--- src/rtl/i2s_test_pattern_gen.sv ---
// I2S source emulating a 24-bit stereo ADC: ramp payload, LRCK and serial data all
// generated from the bit clock, every register changing on the falling edge of bck.
module i2s_test_pattern_gen #(
  parameter int                   WORD_BITS  = 24,
  parameter int                   SLOT_BITS  = 32,
  parameter logic [WORD_BITS-1:0] LEFT_INIT  = 24'h000000,
  parameter logic [WORD_BITS-1:0] RIGHT_INIT = 24'hFFFFFF,
  parameter int                   LEFT_STEP  = 1,
  parameter int                   RIGHT_STEP = 1
) (
  input  logic bck,
  input  logic rst_n,
  output logic lrck,
  output logic dout
);

  localparam int FRAME_BITS = 2 * SLOT_BITS;
  localparam int CNT_W      = $clog2(FRAME_BITS);

  localparam logic [CNT_W-1:0]     SLOT_C     = CNT_W'(SLOT_BITS);
  localparam logic [CNT_W-1:0]     LAST_C     = CNT_W'(FRAME_BITS - 1);
  localparam logic [WORD_BITS-1:0] LSTEP_C    = WORD_BITS'(LEFT_STEP);
  localparam logic [WORD_BITS-1:0] RSTEP_C    = WORD_BITS'(RIGHT_STEP);

  if (WORD_BITS > SLOT_BITS - 1) begin : g_bad_params
    $error("WORD_BITS must not exceed SLOT_BITS-1");
  end

  logic [CNT_W-1:0]     cnt_reg, cnt_next;
  logic [WORD_BITS-1:0] left_reg, left_next;
  logic [WORD_BITS-1:0] right_reg, right_next;
  logic                 lrck_reg, lrck_next;
  logic                 dout_reg, dout_next;

  logic                 slot_next;
  logic [CNT_W-1:0]     pos_next;
  logic [WORD_BITS-1:0] word_sel;
  logic [WORD_BITS:1]   bit_hit;

  // Outputs are derived from the counter value being loaded on this edge.
  always_comb begin
    cnt_next  = (cnt_reg == LAST_C) ? '0 : cnt_reg + 1'b1;
    slot_next = (cnt_next >= SLOT_C);
    pos_next  = slot_next ? cnt_next - SLOT_C : cnt_next;
    word_sel  = slot_next ? right_reg : left_reg;
  end

  // Position p (1..WORD_BITS) carries bit WORD_BITS-p, giving the one-bit I2S delay.
  for (genvar gi = 1; gi <= WORD_BITS; gi++) begin : g_bit_sel
    assign bit_hit[gi] = (pos_next == CNT_W'(gi)) && word_sel[WORD_BITS-gi];
  end

  always_comb begin
    lrck_next  = slot_next;
    dout_next  = |bit_hit;
    left_next  = left_reg;
    right_next = right_reg;
    // Payload advances on the wrap edge, where dout is forced low by pos 0.
    if (cnt_reg == LAST_C) begin
      left_next  = left_reg + LSTEP_C;
      right_next = right_reg - RSTEP_C;
    end
  end

  always_ff @(negedge bck) begin
    if (!rst_n) begin
      cnt_reg   <= '0;
      lrck_reg  <= 1'b0;
      dout_reg  <= 1'b0;
      left_reg  <= LEFT_INIT;
      right_reg <= RIGHT_INIT;
    end else begin
      cnt_reg   <= cnt_next;
      lrck_reg  <= lrck_next;
      dout_reg  <= dout_next;
      left_reg  <= left_next;
      right_reg <= right_next;
    end
  end

  assign lrck = lrck_reg;
  assign dout = dout_reg;

endmodule

--- config.mk ---
export PLATFORM = sky130hd
export DESIGN_NAME = i2s_test_pattern_gen
export DESIGN_NICKNAME = d
export VERILOG_FILES = /design/src/rtl/i2s_test_pattern_gen.sv
export SDC_FILE = /design/constraint.sdc
export NUM_CORES = 1
export LEC_CHECK = 0
export CORE_ASPECT_RATIO = 1.25
export CORE_MARGIN = 4
export CORE_UTILIZATION = 55
export CTS_CLUSTER_DIAMETER = 150
export DETAILED_ROUTE_END_ITERATION = 12
export HOLD_SLACK_MARGIN = 0.03
export PLACE_DENSITY = 0.7
export SYNTH_ARGS = -nofsm -noshare
export SYNTH_HDL_FRONTEND = slang
export SYNTH_SLANG_ARGS = --single-unit
--- constraint.sdc ---
create_clock -name bck -period 3 [get_ports bck]
set_input_delay 0.6 -clock bck [delete_from_list [all_inputs] [get_ports bck]]
set_output_delay 0.6 -clock bck [all_outputs]
set_load 0.03 [all_outputs]
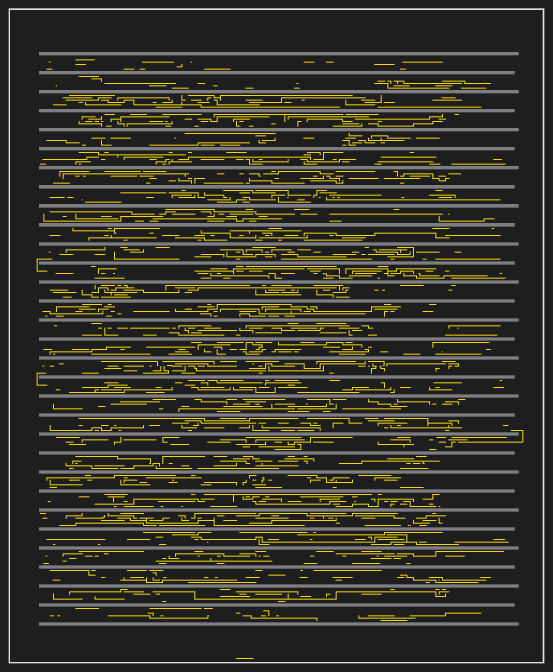
Fig. 1. Signal wires on met1.
Supply wires on this layer in gray.
wire length on this layer: 3,430 µm
share of all routed wire: 43%
nets with wire on the layer: 420
main direction: horizontal
longest straight run: 24.8 µm

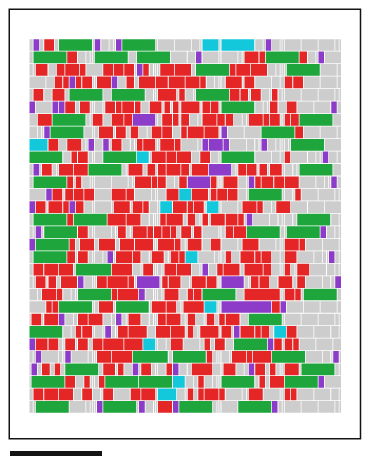
Fig. 2. Placement by cell class.
Bar = 20 µm. Fill, decap, tap and diode cells in gray.
legend:
  green:
    class: flip-flops
    cells: 55
  cyan:
    class: other buffers and delay cells
    cells: 13
  purple:
    class: clock drivers and dummy loads
    cells: 63
  red:
    class: all other logic
    cells: 307

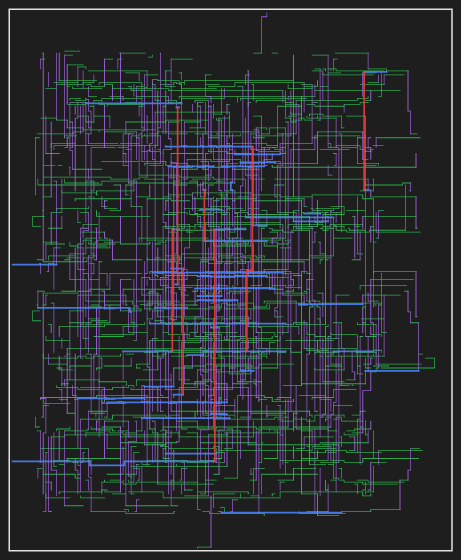
Fig. 3. Metal layers overlaid.
legend:
  blue:
    layer: met3
    wire_length: 410 µm
  green:
    layer: met1
    wire_length: 3,430 µm
  purple:
    layer: met2
    wire_length: 3,890 µm
  red:
    layer: met4
    wire_length: 179 µm

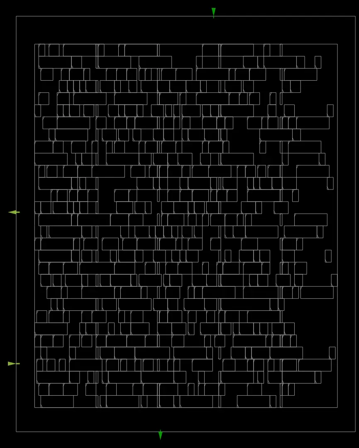
Fig. 4. Placed standard cells.
Tap Count: 64
final-layout fill cell count: 498
Rows: 30

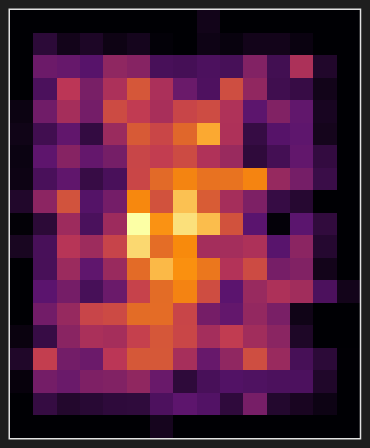
Fig. 5. Wiring heat map.
The die is cut into 15 by 19 equal tiles; black is low, pale yellow is high, scaled to the fullest tile. Values are wire area over tile area, all layers added.
nearly empty tiles: 21%
mean over tiles: 0.18
tiles over half the peak: 19%
fullest tile: 0.65
emptiest ninth of the die: top right

==> impl_metrics.py <==
# Synthesis and PnR figures
metrics = {
    "synth": {
        "aoi_share": 0.155,
        "synth_cell_types": 59,
        "synth-simple-area-share": 0.292,
        "yosysTopAreaCell": "dfxtp_1",
        "ys_chip_area_mm2": 0.00320,
        "yosys_cells": 381,
        "netlist_top_cells_area": "dfxtp_1 (34%), xnor2_1 (6.8%), nand2_1 (5.3%)",
        "yosys.area.top_type_share": 0.344,
        "synthTopCellsByCount": "dfxtp_1 (55), nand2_1 (45), xnor2_1 (25), and2_1 (20), nor2_1 (18)",
        "synth-xor-area-share": 0.104,
        "syn_avg_cell_area_um2": 8.40,
        "ys_seq_share": 0.344,
        "ys.flops": 55,
        "yosysMostFrequentCell": "dfxtp_1",
        "yosysWarnings": 0,
    },
    "hold_path": {
        "whs_path_depth": 2,
        "hold_path_end": "right_reg[23]$_SDFFE_NN1P_",
        "hp-start": "right_reg[23]$_SDFFE_NN1P_",
    },
    "setup_path": {
        "cp_cell_sequence": "buf_6",
        "cp.required_ns": 2.40,
        "slowest_delay_ns": 0.34,
        "critical_path_class": "reg -> out",
        "critPathTopFamily": "flip-flops",
        "r2r-start": "cnt_reg[0]$_SDFF_NN0_",
        "cpMaxStageDelayCell": "dfxtp_2",
        "r2r_end": "dout$_SDFF_NN0_",
        "crit_start": "dout$_SDFF_NN0_",
        "critPathArrivalTime_ns": 2.35,
        "cp_num_cells": 1,
    },
    "pwr": {
        "switching_share": 0.313,
        "power_mw": 1.61,
        "clkPwrFrac": 0.494,
        "comb_power_share": 0.042,
        "leakage_nw": 1.45,
        "vdd_ir_drop_max_uv": 254,
        "power.internal_mw": 1.10,
        "pg_clk_uw": 794,
        "pwr-share-seq": 0.464,
        "power_density_mw_per_mm2": 441,
        "pg_comb_uw": 67.2,
        "p_switching_uw": 503,
    },
    "layout": {
        "ff_count": 55,
        "layout.nets": 445,
        "nonClkBufAreaFrac": 0.0330,
        "final_core_util": 0.655,
        "drive_gt1_frac": 0.0890,
        "num-clock-buffers": 5,
        "logic_gate_count": 295,
        "final_cells": 502,
        "seq_share": 0.303,
        "areaGrowthSynthToFinish_pct": 13.7,
        "antenna_cells": 0,
    },
    "sta": {
        "worst_pin_slew_ns": 0.592,
        "relSlewSlack": 0.603,
        "timing.final.max_slew_violations": 0,
    },
    "detailed_routing": {
        "vias_per_cell": 5.89,
        "ant_nets": 0,
        "drtIter0Drc": 196,
        "highest_layer": "met4",
        "route.detailed.drc": 0,
        "vias": 2955,
        "m1WireLength_um": 3430,
    },
    "flow_run": {
        "cap_viol_max_count": 0,
    },
    "die": {
        "coreArea_mm2": 0.00556,
        "die_x_um": 76.2,
        "die_area_mm2": 0.00711,
        "initial_utilization": 0.576,
    },
    "placement": {
        "place_area_mm2": 0.00332,
        "io_buffers": 3,
        "gp_congestion": 0.910,
        "dp.cells": 440,
    },
    "outcome": {
        "outcome": "completed",
    },
    "cts": {
        "cts_made_buffers": 5,
        "clk_latency_ns": 0.38,
        "cts_tree": "done",
        "post_cts_buffers": 0,
        "cts_resized": 0,
        "clock_path_buffers": 2,
    },
    "global_routing": {
        "met2_usage": 0.377,
        "grtUsageMet1": 0.272,
        "grt_first_pass_wirelength_um": 13500,
        "grt_busiest_layer": "met2",
        "grtUsageMet3": 0.0742,
        "antenna_found_initial": 0,
    },
}
No activity file was given, so power comes from the tool's default toggle rates.
